### Wiring by layer, run 1

Drawn at 3 px/µm. Two of the layers only.
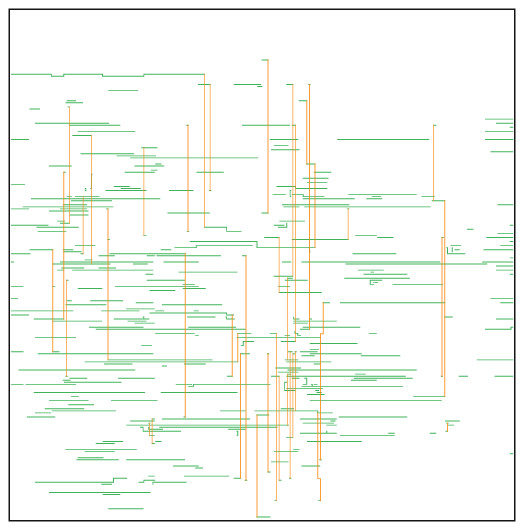
### Met1 routing, run 1

Drawn at 3 px/µm. Supply wires on this layer in grey. Cells faint in the background.
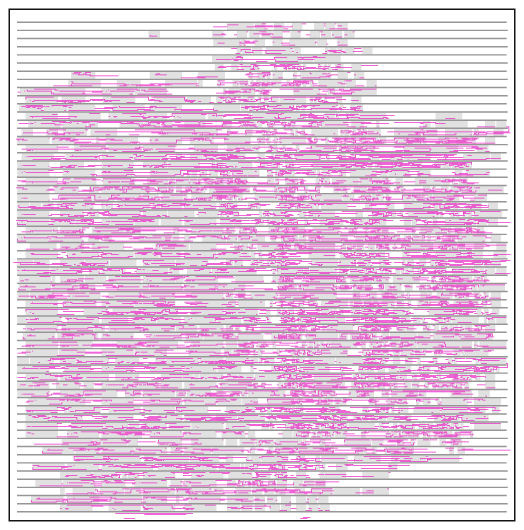
### Routing congestion, run 1

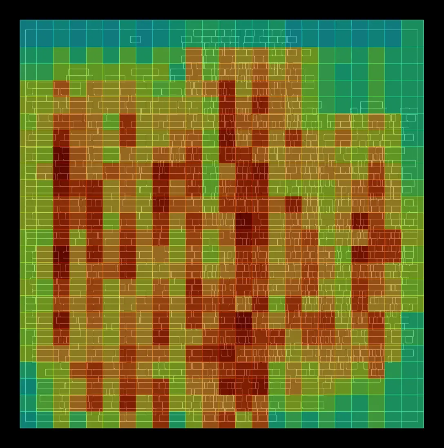
--- config.mk ---
export PLATFORM = sky130hd
export DESIGN_NAME = saturn_pc_rstk_gen_flat
export DESIGN_NICKNAME = d
export VERILOG_FILES = /design/src/rtl/saturn_pc_rstk_gen_if.sv /design/src/rtl/saturn_pc_rstk_gen.sv /design/src/flat_wrapper.sv
export SDC_FILE = /design/constraint.sdc
export NUM_CORES = 1
export LEC_CHECK = 0
export CAP_MARGIN = 30
export CORE_AREA = 2 2 166 168
export DETAILED_ROUTE_END_ITERATION = 10
export DIE_AREA = 0 0 168 170
export GPL_ROUTABILITY_DRIVEN = 1
export PLACE_DENSITY = 0.76
export SYNTH_ARGS = -nofsm -noshare
export SYNTH_HDL_FRONTEND = slang
export SYNTH_SLANG_ARGS = --single-unit
--- constraint.sdc ---
create_clock -name i_clk -period 3.5 [get_ports i_clk]
set_input_delay 0.7 -clock i_clk [delete_from_list [all_inputs] [get_ports i_clk]]
set_output_delay 0.7 -clock i_clk [all_outputs]
set_load 0.05 [all_outputs]
--- src/rtl/saturn_pc_rstk_gen_if.sv ---
// Request/response bundle between the decoder/bus controller and the PC + return-stack unit.
// The decoder side drives requests (master); the PC/RSTK unit answers (slave).
interface saturn_pc_rstk_gen_if #(
    parameter int ADDR_W = 20,
    parameter int DEPTH  = 8
);
    localparam int IDX_W = $clog2(DEPTH);
    localparam int CNT_W = IDX_W + 1;

    logic              i_clk_en;
    logic              i_stall;
    logic              i_pc_inc;
    logic              i_jump_start;
    logic [2:0]        i_jump_len;
    logic              i_jump_rel;
    logic              i_jump_push;
    logic [3:0]        i_nibble;
    logic              i_nibble_valid;
    logic              i_rtn;
    logic              i_push_data;
    logic              i_pop_data;
    logic [ADDR_W-1:0] i_data;
    logic [IDX_W-1:0]  i_dbg_idx;

    logic [ADDR_W-1:0] o_pc;
    logic              o_busy;
    logic              o_jump_done;
    logic [ADDR_W-1:0] o_pop_val;
    logic [CNT_W-1:0]  o_rstk_count;
    logic              o_overflow;
    logic              o_underflow;
    logic [ADDR_W-1:0] o_dbg_val;

    modport master (
        output i_clk_en, i_stall, i_pc_inc, i_jump_start, i_jump_len, i_jump_rel,
               i_jump_push, i_nibble, i_nibble_valid, i_rtn, i_push_data, i_pop_data,
               i_data, i_dbg_idx,
        input  o_pc, o_busy, o_jump_done, o_pop_val, o_rstk_count, o_overflow,
               o_underflow, o_dbg_val
    );

    modport slave (
        input  i_clk_en, i_stall, i_pc_inc, i_jump_start, i_jump_len, i_jump_rel,
               i_jump_push, i_nibble, i_nibble_valid, i_rtn, i_push_data, i_pop_data,
               i_data, i_dbg_idx,
        output o_pc, o_busy, o_jump_done, o_pop_val, o_rstk_count, o_overflow,
               o_underflow, o_dbg_val
    );
endinterface

--- src/rtl/saturn_pc_rstk_gen.sv ---
// Saturn PC + return stack: nibble-serial jump decode, GOSUB/RTN, data push/pop; results land one edge after the request.
// No backpressure out; i_clk_en=0 or i_stall=1 freezes all state except the post-reset INIT clear.
module saturn_pc_rstk_gen #(
    parameter int ADDR_W   = 20,
    parameter int DEPTH    = 8,
    parameter int MAX_NIBS = 5
) (
    input logic                 i_clk,
    input logic                 i_reset_n,
    saturn_pc_rstk_gen_if.slave bus
);
    localparam int PTR_W = $clog2(DEPTH);
    localparam int CNT_W = PTR_W + 1;

    typedef logic [ADDR_W-1:0] addr_t;
    typedef enum logic [1:0] {ST_INIT, ST_IDLE, ST_DECODE} state_t;

    state_t           state, state_n;
    addr_t            pc, pc_n;
    addr_t            base, base_n;
    addr_t            off, off_n;
    addr_t            pop_val, pop_val_n;
    logic [2:0]       len, len_n;
    logic [2:0]       k, k_n;
    logic             rel, rel_n;
    logic             push, push_n;
    logic [PTR_W-1:0] ptr, ptr_n;
    logic [PTR_W-1:0] init_idx, init_idx_n;
    logic [CNT_W-1:0] count, count_n;
    logic             jump_done, jump_done_n;
    logic             ovf, ovf_n;
    logic             udf, udf_n;

    addr_t            mem [DEPTH];
    logic             mem_we;
    logic [PTR_W-1:0] mem_waddr;
    addr_t            mem_wdat;

    logic             push_req, pop_req;
    addr_t            push_dat;
    logic             en, last, sign, len_ok, empty, full;
    addr_t            off_nxt, mask, target, top_val;

    assign en      = bus.i_clk_en & ~bus.i_stall;
    assign empty   = (count == '0);
    assign full    = (count == CNT_W'(DEPTH));
    assign top_val = empty ? '0 : mem[ptr];
    assign len_ok  = (bus.i_jump_len != 3'd0) && ({1'b0, bus.i_jump_len} <= 4'(MAX_NIBS));

    // Offset as it will be once this cycle's nibble is merged; the target is built from it.
    assign off_nxt = off | (addr_t'(bus.i_nibble) << {k, 2'b00});
    assign mask    = ~({ADDR_W{1'b1}} << {len, 2'b00});
    assign sign    = |(off_nxt & (mask ^ (mask >> 1)));
    assign target  = rel ? (base + (off_nxt | (sign ? ~mask : '0))) : off_nxt;
    assign last    = bus.i_nibble_valid && ((k + 3'd1) == len);

    always_comb begin
        state_n     = state;
        pc_n        = pc;
        base_n      = base;
        off_n       = off;
        pop_val_n   = pop_val;
        len_n       = len;
        k_n         = k;
        rel_n       = rel;
        push_n      = push;
        ptr_n       = ptr;
        init_idx_n  = init_idx;
        count_n     = count;
        jump_done_n = 1'b0;
        ovf_n       = ovf;
        udf_n       = udf;
        mem_we      = 1'b0;
        mem_waddr   = ptr;
        mem_wdat    = '0;
        push_req    = 1'b0;
        pop_req     = 1'b0;
        push_dat    = '0;

        unique case (state)
            ST_INIT: begin
                mem_we     = 1'b1;
                mem_waddr  = init_idx;
                init_idx_n = init_idx + 1'b1;
                if (init_idx == PTR_W'(DEPTH - 1))
                    state_n = ST_IDLE;
            end
            ST_IDLE: begin
                if (en) begin
                    if (bus.i_rtn) begin
                        pop_req     = 1'b1;
                        pc_n        = top_val;
                        pop_val_n   = top_val;
                        jump_done_n = 1'b1;
                    end else begin
                        if (bus.i_pc_inc)
                            pc_n = pc + 1'b1;
                        if (bus.i_pop_data) begin
                            pop_req   = 1'b1;
                            pop_val_n = top_val;
                        end else if (bus.i_push_data) begin
                            push_req = 1'b1;
                            push_dat = bus.i_data;
                        end
                    end
                    if (bus.i_jump_start && len_ok) begin
                        len_n   = bus.i_jump_len;
                        rel_n   = bus.i_jump_rel;
                        push_n  = bus.i_jump_push;
                        base_n  = pc;
                        k_n     = 3'd0;
                        off_n   = '0;
                        state_n = ST_DECODE;
                    end
                end
            end
            ST_DECODE: begin
                if (en) begin
                    if (bus.i_pc_inc)
                        pc_n = pc + 1'b1;
                    if (bus.i_nibble_valid) begin
                        off_n = off_nxt;
                        k_n   = k + 3'd1;
                    end
                    if (last) begin
                        pc_n        = target;
                        push_req    = push;
                        push_dat    = pc;
                        jump_done_n = 1'b1;
                        state_n     = ST_IDLE;
                    end
                end
            end
            default: state_n = ST_INIT;
        endcase

        // Popped slots are zeroed so debug reads below the top show empty entries as 0.
        if (pop_req) begin
            if (empty) begin
                udf_n = 1'b1;
            end else begin
                mem_we    = 1'b1;
                mem_waddr = ptr;
                mem_wdat  = '0;
                ptr_n     = ptr - 1'b1;
                count_n   = count - 1'b1;
            end
        end

        // A full stack wraps onto the oldest slot, which is exactly the one ptr+1 lands on.
        if (push_req) begin
            ptr_n     = ptr + 1'b1;
            mem_we    = 1'b1;
            mem_waddr = ptr + 1'b1;
            mem_wdat  = push_dat;
            if (full)
                ovf_n = 1'b1;
            else
                count_n = count + 1'b1;
        end
    end

    always_ff @(posedge i_clk or negedge i_reset_n) begin
        if (!i_reset_n) begin
            state     <= ST_INIT;
            pc        <= '0;
            base      <= '0;
            off       <= '0;
            pop_val   <= '0;
            len       <= 3'd0;
            k         <= 3'd0;
            rel       <= 1'b0;
            push      <= 1'b0;
            ptr       <= PTR_W'(DEPTH - 1);
            init_idx  <= '0;
            count     <= '0;
            jump_done <= 1'b0;
            ovf       <= 1'b0;
            udf       <= 1'b0;
        end else begin
            state     <= state_n;
            pc        <= pc_n;
            base      <= base_n;
            off       <= off_n;
            pop_val   <= pop_val_n;
            len       <= len_n;
            k         <= k_n;
            rel       <= rel_n;
            push      <= push_n;
            ptr       <= ptr_n;
            init_idx  <= init_idx_n;
            count     <= count_n;
            jump_done <= jump_done_n;
            ovf       <= ovf_n;
            udf       <= udf_n;
        end
    end

    always_ff @(posedge i_clk) begin
        if (mem_we)
            mem[mem_waddr] <= mem_wdat;
    end

    assign bus.o_pc         = pc;
    assign bus.o_busy       = (state != ST_IDLE);
    assign bus.o_jump_done  = jump_done;
    assign bus.o_pop_val    = pop_val;
    assign bus.o_rstk_count = count;
    assign bus.o_overflow   = ovf;
    assign bus.o_underflow  = udf;
    assign bus.o_dbg_val    = mem[ptr - bus.i_dbg_idx];
endmodule

--- src/flat_wrapper.sv ---
// flat-port wrapper written by rule: the top's interface ports become plain ports
module saturn_pc_rstk_gen_flat 
#(
    parameter int ADDR_W   = 20,
    parameter int DEPTH    = 8,
    parameter int MAX_NIBS = 5
)
  (i_clk, i_reset_n, bus_i_clk_en, bus_i_stall, bus_i_pc_inc, bus_i_jump_start, bus_i_jump_len, bus_i_jump_rel, bus_i_jump_push, bus_i_nibble, bus_i_nibble_valid, bus_i_rtn, bus_i_push_data, bus_i_pop_data, bus_i_data, bus_i_dbg_idx, bus_o_pc, bus_o_busy, bus_o_jump_done, bus_o_pop_val, bus_o_rstk_count, bus_o_overflow, bus_o_underflow, bus_o_dbg_val);
  saturn_pc_rstk_gen_if #(.ADDR_W(ADDR_W), .DEPTH(DEPTH)) bus_i ();
  input logic i_clk;
  input logic i_reset_n;
  input wire logic [$bits(bus_i.i_clk_en)-1:0] bus_i_clk_en;
  input wire logic [$bits(bus_i.i_stall)-1:0] bus_i_stall;
  input wire logic [$bits(bus_i.i_pc_inc)-1:0] bus_i_pc_inc;
  input wire logic [$bits(bus_i.i_jump_start)-1:0] bus_i_jump_start;
  input wire logic [$bits(bus_i.i_jump_len)-1:0] bus_i_jump_len;
  input wire logic [$bits(bus_i.i_jump_rel)-1:0] bus_i_jump_rel;
  input wire logic [$bits(bus_i.i_jump_push)-1:0] bus_i_jump_push;
  input wire logic [$bits(bus_i.i_nibble)-1:0] bus_i_nibble;
  input wire logic [$bits(bus_i.i_nibble_valid)-1:0] bus_i_nibble_valid;
  input wire logic [$bits(bus_i.i_rtn)-1:0] bus_i_rtn;
  input wire logic [$bits(bus_i.i_push_data)-1:0] bus_i_push_data;
  input wire logic [$bits(bus_i.i_pop_data)-1:0] bus_i_pop_data;
  input wire logic [$bits(bus_i.i_data)-1:0] bus_i_data;
  input wire logic [$bits(bus_i.i_dbg_idx)-1:0] bus_i_dbg_idx;
  output wire logic [$bits(bus_i.o_pc)-1:0] bus_o_pc;
  output wire logic [$bits(bus_i.o_busy)-1:0] bus_o_busy;
  output wire logic [$bits(bus_i.o_jump_done)-1:0] bus_o_jump_done;
  output wire logic [$bits(bus_i.o_pop_val)-1:0] bus_o_pop_val;
  output wire logic [$bits(bus_i.o_rstk_count)-1:0] bus_o_rstk_count;
  output wire logic [$bits(bus_i.o_overflow)-1:0] bus_o_overflow;
  output wire logic [$bits(bus_i.o_underflow)-1:0] bus_o_underflow;
  output wire logic [$bits(bus_i.o_dbg_val)-1:0] bus_o_dbg_val;
  assign bus_i.i_clk_en = bus_i_clk_en;
  assign bus_i.i_stall = bus_i_stall;
  assign bus_i.i_pc_inc = bus_i_pc_inc;
  assign bus_i.i_jump_start = bus_i_jump_start;
  assign bus_i.i_jump_len = bus_i_jump_len;
  assign bus_i.i_jump_rel = bus_i_jump_rel;
  assign bus_i.i_jump_push = bus_i_jump_push;
  assign bus_i.i_nibble = bus_i_nibble;
  assign bus_i.i_nibble_valid = bus_i_nibble_valid;
  assign bus_i.i_rtn = bus_i_rtn;
  assign bus_i.i_push_data = bus_i_push_data;
  assign bus_i.i_pop_data = bus_i_pop_data;
  assign bus_i.i_data = bus_i_data;
  assign bus_i.i_dbg_idx = bus_i_dbg_idx;
  assign bus_o_pc = bus_i.o_pc;
  assign bus_o_busy = bus_i.o_busy;
  assign bus_o_jump_done = bus_i.o_jump_done;
  assign bus_o_pop_val = bus_i.o_pop_val;
  assign bus_o_rstk_count = bus_i.o_rstk_count;
  assign bus_o_overflow = bus_i.o_overflow;
  assign bus_o_underflow = bus_i.o_underflow;
  assign bus_o_dbg_val = bus_i.o_dbg_val;
  saturn_pc_rstk_gen #(.ADDR_W(ADDR_W), .DEPTH(DEPTH), .MAX_NIBS(MAX_NIBS)) u_core (.i_clk(i_clk), .i_reset_n(i_reset_n), .bus(bus_i));
endmodule
==> summary.txt, run 1 <==
The following summarizes the physical implementation.

Status
The flow ran to the end, but the final reports show violations. The checks that failed: setup timing.

Global routing
Summed over all routing layers, the global router reports a total usage of 29.3%. The global route total overflow is 0. The number of global-route vias before repair is 10.7k. The wire length of the first global-routing pass is 63600 µm. The maximum number of pins on one net before global-route repair is 56. The initial antenna violation count was 0.

Floorplan
The initial cell density of the core is 52.7%. The I/O pin total is 110. The width of the chip is ~170 µm.

The core area is 0.0267 mm². In this run the full chip footprint comes out at 0.0286 mm². The row count is 60.

STA
For this run, the final setup violation count is recorded as 20. Post-route period utilization is reported as 110%. Hold-check failures listed in the final report amount to 0. The largest clock skew in the final design is 0.00807 ns.

The worst pin sits at a relative slew slack of 42.3%. The shortest clock period the worst path allows after layout is around 3.8 ns. The slew at the pin closest to its max-slew limit is just under 0.9 ns. The maximum clock frequency is 0.260 GHz. The worst path setup slack after routing is -0.341 ns. Pins over their slew limit in the final report were tallied at 0. Setup repair after global routing could not meet its margin everywhere.

CTS
The timing report gives the clock slew at the launch and capture registers of the worst setup and hold paths as 0.06 ns. The later pin in the worst-skew pair is clocked with a latency of roughly 0.57 ns. Counting every sink on the clock net gives 263. The number of buffers on the longest clock path is 3. TritonCTS built the clock tree. The clock buffer count from CTS is 29. The clock tree root driver cell is sky130_fd_sc_hd__clkbuf_16.

Power
The total power after layout is 19300 µW. The relative contribution of the clock network to total power is 16.4%. Per report_power, the combinational group accounts for 58.1% of the total. Per the OpenROAD power report, switching power amounts to 8320 µW. The power report shows net switching accounting for between 40 and 50% of the total.

Sequential cells account for 25.6% of the total power. The internal power consumption is between 10000 and 15000 µW. Per the OpenROAD power report, leakage power amounts to slightly above 0.007 µW. The analysis reports a worst IR drop on VDD of around 1.2 mV.

Synthesis
The leading cell type by number of instances after synthesis is sky130_fd_sc_hd__edfxtp_1. The area of the mapped netlist is ~0.014 mm². The xor and xnor fraction of the mapped netlist area is 1.91%.

For reference, the mux area share after synthesis is 18.2%. The share of the Yosys chip area taken by registers is 52.6%. The cell-mix breakdown from Yosys lists the compound-gate area share as 10.8%. Of the total synthesized cell area, the portion taken by AND, OR, NAND and NOR gates is a little over a tenth. Of the total synthesized cell area, the portion taken by full adders, half adders and majority gates is 3.05%. The dominant register cell in the synthesized netlist is sky130_fd_sc_hd__edfxtp_1. The number of flip-flops and latches in the synthesized netlist is about 260. The unique cell type count in the Yosys netlist is 77. The post-synth count of flops with an enable pin is 160.

By area the synthesized netlist is led by sky130_fd_sc_hd__edfxtp_1 (34%), sky130_fd_sc_hd__dfrtp_1 (18%), sky130_fd_sc_hd__mux4_2 (13%). By count the netlist is led by sky130_fd_sc_hd__edfxtp_1 (160), sky130_fd_sc_hd__nand2_1 (153), sky130_fd_sc_hd__dfrtp_1 (100). Synthesis handed over a netlist of 1146 instances. The post-synthesis area per instance is 12.3 µm². The async set-or-reset flop fraction in the synthesized netlist is 39.2%. The chip area in the Yosys report is ~0.014 mm². The top-area cell type share of the netlist area is 34.2%.

Finish
The number of antenna diodes in the final layout is 0. The number of cells in the finished layout apart from fillers is approximately 1.7k. Per the run report, area growth between synthesis and finish was 27.2%.

The final-layout fill cell count is 1821. The net total in the final layout is 1446. The sequential cell area is 0.00739 mm².

Detailed routing
Wire segments on met3 add up to between 3000 and 4000 µm in the final route. The post-route met1 wirelength is 16300 µm. The detailed router finished its first iteration with 1460 violations. The first detailed-routing pass ran for 5 iterations.

The remaining antenna violation count after routing is 0. The final wirelength is 42400 µm. The number of vias in the routed layout is 11.0k.

Per the detail_route report, vias per standard cell equal 6.33.

Placement
The tally of buffers added on design ports is approximately 110. Routability-driven placement finished with a final weighted congestion of 0.932. After legalization and detailed placement, the total HPWL measured 27700 µm.

Counting tap cells, the placed design contains a total of between 1.5k and 2k instances.

Worst setup path
The most frequent cell on the critical path is sky130_fd_sc_hd__buf_12. The type of the setup path with the least slack is reg2out. Listed in order, past its start point the critical path passes inv_4 > ha_4 > inv_2 > fa_2 > xnor2_2 > buf_6 > buf_12 > buf_12 > mux4_2 > mux2_4 > buf_8. STA classifies the critical path startpoint as a flip-flop.

Worst hold path
The type of the tightest min-delay check is in2async.
## Picture notes: 'Wiring by layer'
met4: drawn in orange, wire length 1500 µm. met3: drawn in green, wire length 3370 µm.

## Picture notes: 'Met1 routing'
1354 nets have wire on it. The layer carries 16300 µm of wire. The wires run mostly horizontal.

## Picture notes: 'Routing congestion'
GR met1 Demand/Resource: 38.6%
routed len/inst: 24.5 µm
met2 usage in global routing: 50.1%

-- run 1: path summary, 6_finish.rpt --
path | start | depth (start not counted) | endpoint | slack (ns)
max | u_core.ptr[0]$_DFFE_PN1P_ | 11 | bus_o_dbg_val[0] | -0.34
min | i_reset_n | 1 | u_core.base[18]$_DFFE_PN0P_ | 0.17
max reg2reg | u_core.k[2]$_DFFE_PN0P_ | 17 | u_core.bus.o_pc[16]$_DFFE_PN0P_ | 0.13
min reg2reg | u_core.bus.o_overflow$_DFFE_PN0P_ | 1 | u_core.bus.o_overflow$_DFFE_PN0P_ | 0.46
max in group asynchronous | i_reset_n | 2 | u_core.k[2]$_DFFE_PN0P_ | 2.59
min in group i_clk | u_core.bus.o_overflow$_DFFE_PN0P_ | 1 | u_core.bus.o_overflow$_DFFE_PN0P_ | 0.46
-- run 1: registers in the layout (all words and copies together) (netlist names), 2 cells and up --
name,count
u_core.mem,160
u_core.base,20
u_core.bus.o_pc,20
u_core.bus.o_pop_val,20
u_core.off,20
u_core.bus.o_rstk_count,4
u_core.init_idx,3
u_core.k,3
u_core.len,3
u_core.ptr,3
u_core.state,2
-- run 1: layout by cell type (no fill, tap or decap), drive strengths merged, types with 8 or more instances in the layout --
| master | count |
|---|---|
| a21o | 8 |
| a21oi | 86 |
| a31oi | 8 |
| buf | 168 |
| clkbuf | 32 |
| clkdlybuf4s50 | 85 |
| clkinv | 16 |
| dfrtp | 100 |
| edfxtp | 160 |
| ha | 31 |
| inv | 29 |
| mux2 | 47 |
| mux2i | 22 |
| mux4 | 80 |
| nand2 | 156 |
| nand3 | 14 |
| nor2 | 82 |
| nor2b | 10 |
| nor3 | 22 |
| o21a | 8 |
| o21ai | 62 |
| o22ai | 10 |
| xnor2 | 13 |
| xor2 | 15 |
-- run 1: kinds of logic after synthesis --
| logic type | count (synthesis) |
|---|---|
| multiplexers | 149 |
| AND/OR/NAND/NOR | 336 |
| buffers and inverters | 91 |
| adder cells (fa/ha/maj) | 33 |
| flip-flops | 263 |
| XOR/XNOR | 29 |
| AND-OR/OR-AND | 245 |
-- run 1: critical path: cells and delay by family (launching register included) --
kind / cells / cell delay (ns)
muxes: 2 / 0.83
DFF: 1 / 0.39
adders and majority gates: 2 / 0.48
buffers and inverters: 6 / 0.70
xor gates and xnor gates: 1 / 0.18
-- run 1: power by group through the flow --
stage               Clock (µW)  Sequential [µW]  Combinational (µW)
floorplan                    0             5450                5960
global route              3300             4980               11700
CTS                       3180             4860               11000
finish                    3150             4920               11200
global placement             0             4860                9770
detailed placement           0             4900                9970
-- run 1: metal layers --
metal / vias up / GRT usage (%)
li1: 4814 / -
met1: 5445 / 38.6
met2: 619 / 50.1
met4: 0 / 10.5
met5: - / 0
met3: 94 / 4.37
-- run 1: what timing repair did --
action                                  CTS  global route
setup buffers                             7             4
hold buffers                              0             0
resized                                  53            39
endpoints found under the setup margin   20            31
gates cloned                              3             0
pin swaps                                 2             4
-- run 1: final cells by class --
class / instances / area share [%]
multi-input combinational: 792 / 36.4
clock buffer: 32 / 4.12
tap: 341 / 2.39
sequential: 263 / 41.3
clock inverter: 21 / 1.34
timing repair buffer: 256 / 13.8
inverter: 29 / 0.623
## Run 2: what changed since run 1
--- a/config.mk
+++ b/config.mk
@@ -6,11 +6,11 @@
 export NUM_CORES = 1
 export LEC_CHECK = 0
 export CAP_MARGIN = 30
-export CORE_AREA = 2 2 166 168
+export CORE_AREA = 5 5 161 163
 export DETAILED_ROUTE_END_ITERATION = 10
-export DIE_AREA = 0 0 168 170
+export DIE_AREA = 0 0 166 168
 export GPL_ROUTABILITY_DRIVEN = 1
-export PLACE_DENSITY = 0.76
+export PLACE_DENSITY = 0.8
 export SYNTH_ARGS = -nofsm -noshare
 export SYNTH_HDL_FRONTEND = slang
 export SYNTH_SLANG_ARGS = --single-unit
==> constraint.sdc (replaced) <==
create_clock -name i_clk -period 3.8 [get_ports i_clk]
set_input_delay 0.76 -clock i_clk [delete_from_list [all_inputs] [get_ports i_clk]]
set_output_delay 0.76 -clock i_clk [all_outputs]
set_load 0.05 [all_outputs]
### Wiring by layer, run 2

Drawn at 3 px/µm. Two of the layers only.
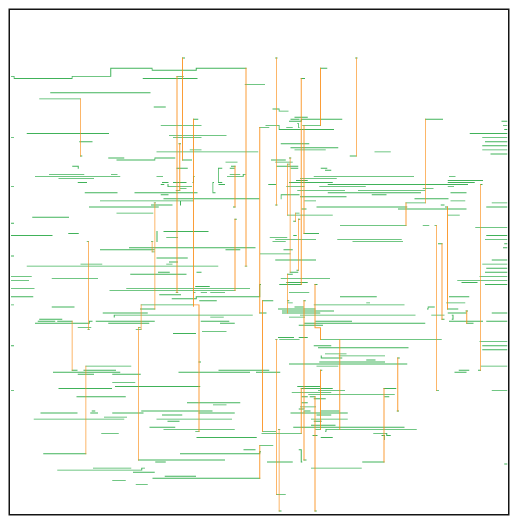
met3: drawn in green, wire length 3340 µm. met4: drawn in orange, wire length 1440 µm.
routed len/inst: 24.1 µm
GRT Total Usage: 28.6%
total via count after detailed routing: 10.9k
routed wire length: 40900 µm

### Met1 routing, run 2

Drawn at 3 px/µm. Supply wires on this layer in grey. Cells faint in the background.
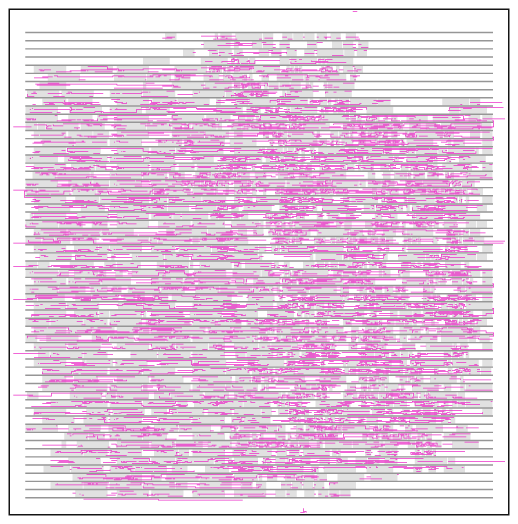
The layer carries 15900 µm of wire. The layer holds 39% of the routed length. The longest straight run is 70.4 µm. The wires run mostly horizontal. 1337 nets have wire on it.

==> summary.txt, run 2 <==
The following summarizes the physical implementation.

STA
The max-slew violation count is 0 (unchanged). The highest clock rate this design can be run at is 0.261 GHz. The final-report hold violation count came to 0 (unchanged). The worst path setup slack after routing is -0.0300 ns (was -0.341 ns). The routed design could run at a clock period as short as 3.83 ns. Unrepaired setup endpoints after global routing: true (unchanged). The total setup violations reported at the end of the flow is 12 (was 20).

The largest clock skew in the final design is 0.0239 ns (was 0.00807 ns). The slew at the pin closest to its max-slew limit was 0.834 ns (was 0.866 ns).

Synthesis
List of most frequent post-synthesis cells: sky130_fd_sc_hd__edfxtp_1 (160), sky130_fd_sc_hd__nand2_1 (153), sky130_fd_sc_hd__dfrtp_1 (100) (unchanged). The simple-gate share of the synthesized area is 10.9% (unchanged). The async set-or-reset flop fraction in the synthesized netlist came to 39.2% (unchanged). The area of the mapped netlist is 0.0140 mm² (unchanged).

The post-synthesis area per instance was 12.3 µm² (unchanged). The mux cell area share after synthesis is 18.2% (unchanged). The number of synthesized flops with an enable pin was 160 (unchanged). The area share of fa/ha/maj cells after synthesis is 3.05% (unchanged).

The top-area cell type share of the netlist area is 34.2% (unchanged). The unique cell type count in the Yosys netlist is 77 (unchanged). The dominant register cell in the synthesized netlist is sky130_fd_sc_hd__edfxtp_1 (unchanged). The post-synthesis share of cell area spent on and-or and or-and gates was 10.8% (unchanged). The leading cell type by number of instances after synthesis is sky130_fd_sc_hd__edfxtp_1 (unchanged).

Finish
The most instantiated logic cell after routing is sky130_fd_sc_hd__edfxtp_1 (unchanged). The net total in the final layout is 1424 (was 1446). The register ranked first by flip-flop count is u_core.mem (unchanged).

Top library cells by usage in the layout, fill and taps aside: sky130_fd_sc_hd__edfxtp_1 (160), sky130_fd_sc_hd__nand2_1 (153), sky130_fd_sc_hd__buf_4 (111) (was sky130_fd_sc_hd__edfxtp_1 (160), sky130_fd_sc_hd__nand2_1 (153), sky130_fd_sc_hd__buf_4 (129)). The relative area change from synthesis to final layout is 25.0% (was 27.2%). The diode insertion count for antenna repair is 0 (unchanged). The final-layout fill cell count came to 1555 (was 1821).

Floorplan
The initial cell density of the core is 58.1% (was 52.7%). The core area came to 0.0242 mm² (was 0.0267 mm²). The width of the chip is 166 µm (was 168 µm). The I/O pin total came to 110 (unchanged).

Status
Violated checks: setup timing (unchanged). Result of the run: finished with violations (unchanged).

CTS
The clock tree root driver cell is sky130_fd_sc_hd__clkbuf_16 (unchanged). The clock buffer count from CTS is 28 (was 29).

Power
The relative contribution of the clock network to total power was 16.2% (was 16.4%). The switching power of the nets is 7510 µW (was 8320 µW). The combinational power share was 57.8% (was 58.1%). The sequential share of power is 26.1% (was 25.6%).

Placement
The placed wire-length estimate is 27900 µm (was 27700 µm).

Global routing
The maximum number of pins on one net before global-route repair is 55 (was 56). The number of global-route vias before repair is 10.9k (was 10.7k). The wire length of the first global-routing pass is 62900 µm (was 63600 µm).

Detailed routing
The number of search-and-repair iterations in the first detailed-routing pass is 8 (was 5). The remaining antenna violation count after routing came to 0 (unchanged).

Worst setup path
The type of the setup path with the least slack is reg2out (unchanged).
### Sequential cells coloured by netlist name, run 2

Drawn at 3 px/µm. Other sequential cells in the stronger grey, the rest of the logic in the fainter grey.
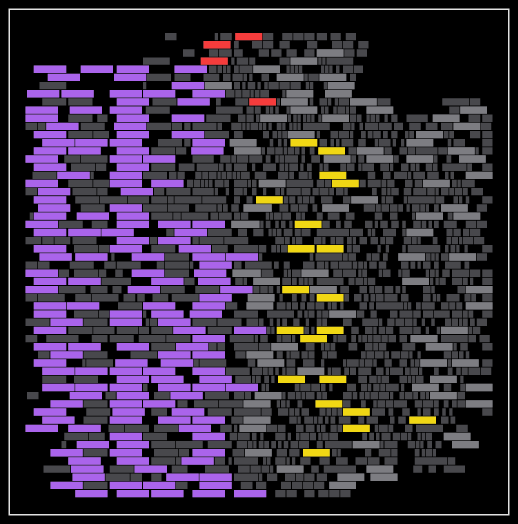
u_core.mem: drawn in purple, flops 160. u_core.bus.o_rstk_count: drawn in red, flops 4, where top middle. u_core.bus.o_pc: drawn in yellow, flops 20.
Another 79 sequential cells are not coloured.

-- run 2: cell counts after synthesis --
Identical to the previous run, type by type.
-- run 2: per-stage QoR --
| step | total power [µW] | instances | hold WS [ns] |
|---|---|---|---|
| finish | 17400 | 1695 | 0.241 |
| global route | 18200 | 1695 | 0.283 |
| CTS | 17000 | 1693 | 0.244 |
| detailed placement | 13800 | 1639 | 0.444 |
| global placement | 13500 | 1639 | 0.455 |
| floorplan | 10500 | 1146 | 0.454 |
-- run 2: repair_timing --
item | in CTS | in global routing
cloned | 1 | 1
resized | 36 | 23
setup endpoints to repair | 20 | 22
hold buffers | 0 | 0
pin swaps | 2 | 0
buffers inserted | 1 | 1
-- run 2: cell families (layout without fill, tap and decap cells) --
family,count (synthesis),in the layout
mux,149,149
buf+inv,91,316
simple gates,336,336
xor+xnor,29,29
flops,263,263
fa+ha+maj,33,33
compound gates,245,245
-- run 2: per-layer routing --
metal	vias up	global-route usage, %	share of wire, %
li1	4749	-	-
met1	5426	38.6	39
met2	622	48.2	49
met3	102	4.64	8.2
met4	0	9.43	3.5
met5	-	0	0
-- run 2: final cells by class --
class                   count  area, µm²  area share (%)
repair buffers            235       2270            12.9
inverters                  29        111           0.634
clock buffers              33        729            4.15
well taps                 324        405            2.31
multi-input cells         792       6430            36.6
clock inverters            19        224            1.28
flip-flops and latches    263       7390            42.1
-- run 2: worst max-delay path, cell delays in order (launching register included) --
cell	delay, ns
sky130_fd_sc_hd__dfstp_2	0.38
sky130_fd_sc_hd__inv_4	0.08
sky130_fd_sc_hd__ha_4	0.13
sky130_fd_sc_hd__inv_2	0.03
sky130_fd_sc_hd__fa_2	0.37
sky130_fd_sc_hd__xnor2_2	0.21
sky130_fd_sc_hd__buf_6	0.18
sky130_fd_sc_hd__buf_4	0.14
sky130_fd_sc_hd__mux4_2	0.53
sky130_fd_sc_hd__mux2_4	0.30
sky130_fd_sc_hd__buf_6	0.16
-- run 2: power groups by stage --
stage / sequential [µW] / combinational, µW / clock (µW)
floorplan: 5020 / 5490 / 0
global placement: 4480 / 9060 / 0
detailed placement: 4520 / 9250 / 0
CTS: 4480 / 9690 / 2840
global route: 4580 / 10600 / 2980
finish: 4530 / 10000 / 2810
-- run 2: how the worst max path moves through the flow --
stage / slack (ns) / start / cells past startpoint / to
6_report: -0.03 / u_core.ptr[0]$_DFFE_PN1P_ / 10 / bus_o_dbg_val[6]
5_1_grt: -0.10 / u_core.ptr[0]$_DFFE_PN1P_ / 10 / bus_o_dbg_val[9]
4_1_cts: -0.01 / u_core.ptr[0]$_DFFE_PN1P_ / 10 / bus_o_dbg_val[9]
3_5_place_dp: -0.35 / bus_i_dbg_idx[1] / 9 / bus_o_dbg_val[0]
3_3_place_gp: -0.28 / bus_i_dbg_idx[1] / 9 / bus_o_dbg_val[0]
2_1_floorplan: 0.18 / u_core.ptr[0]$_DFFE_PN1P_ / 8 / bus_o_dbg_val[0]
Power figures rest on the tool's default switching activity, not on a simulated workload.
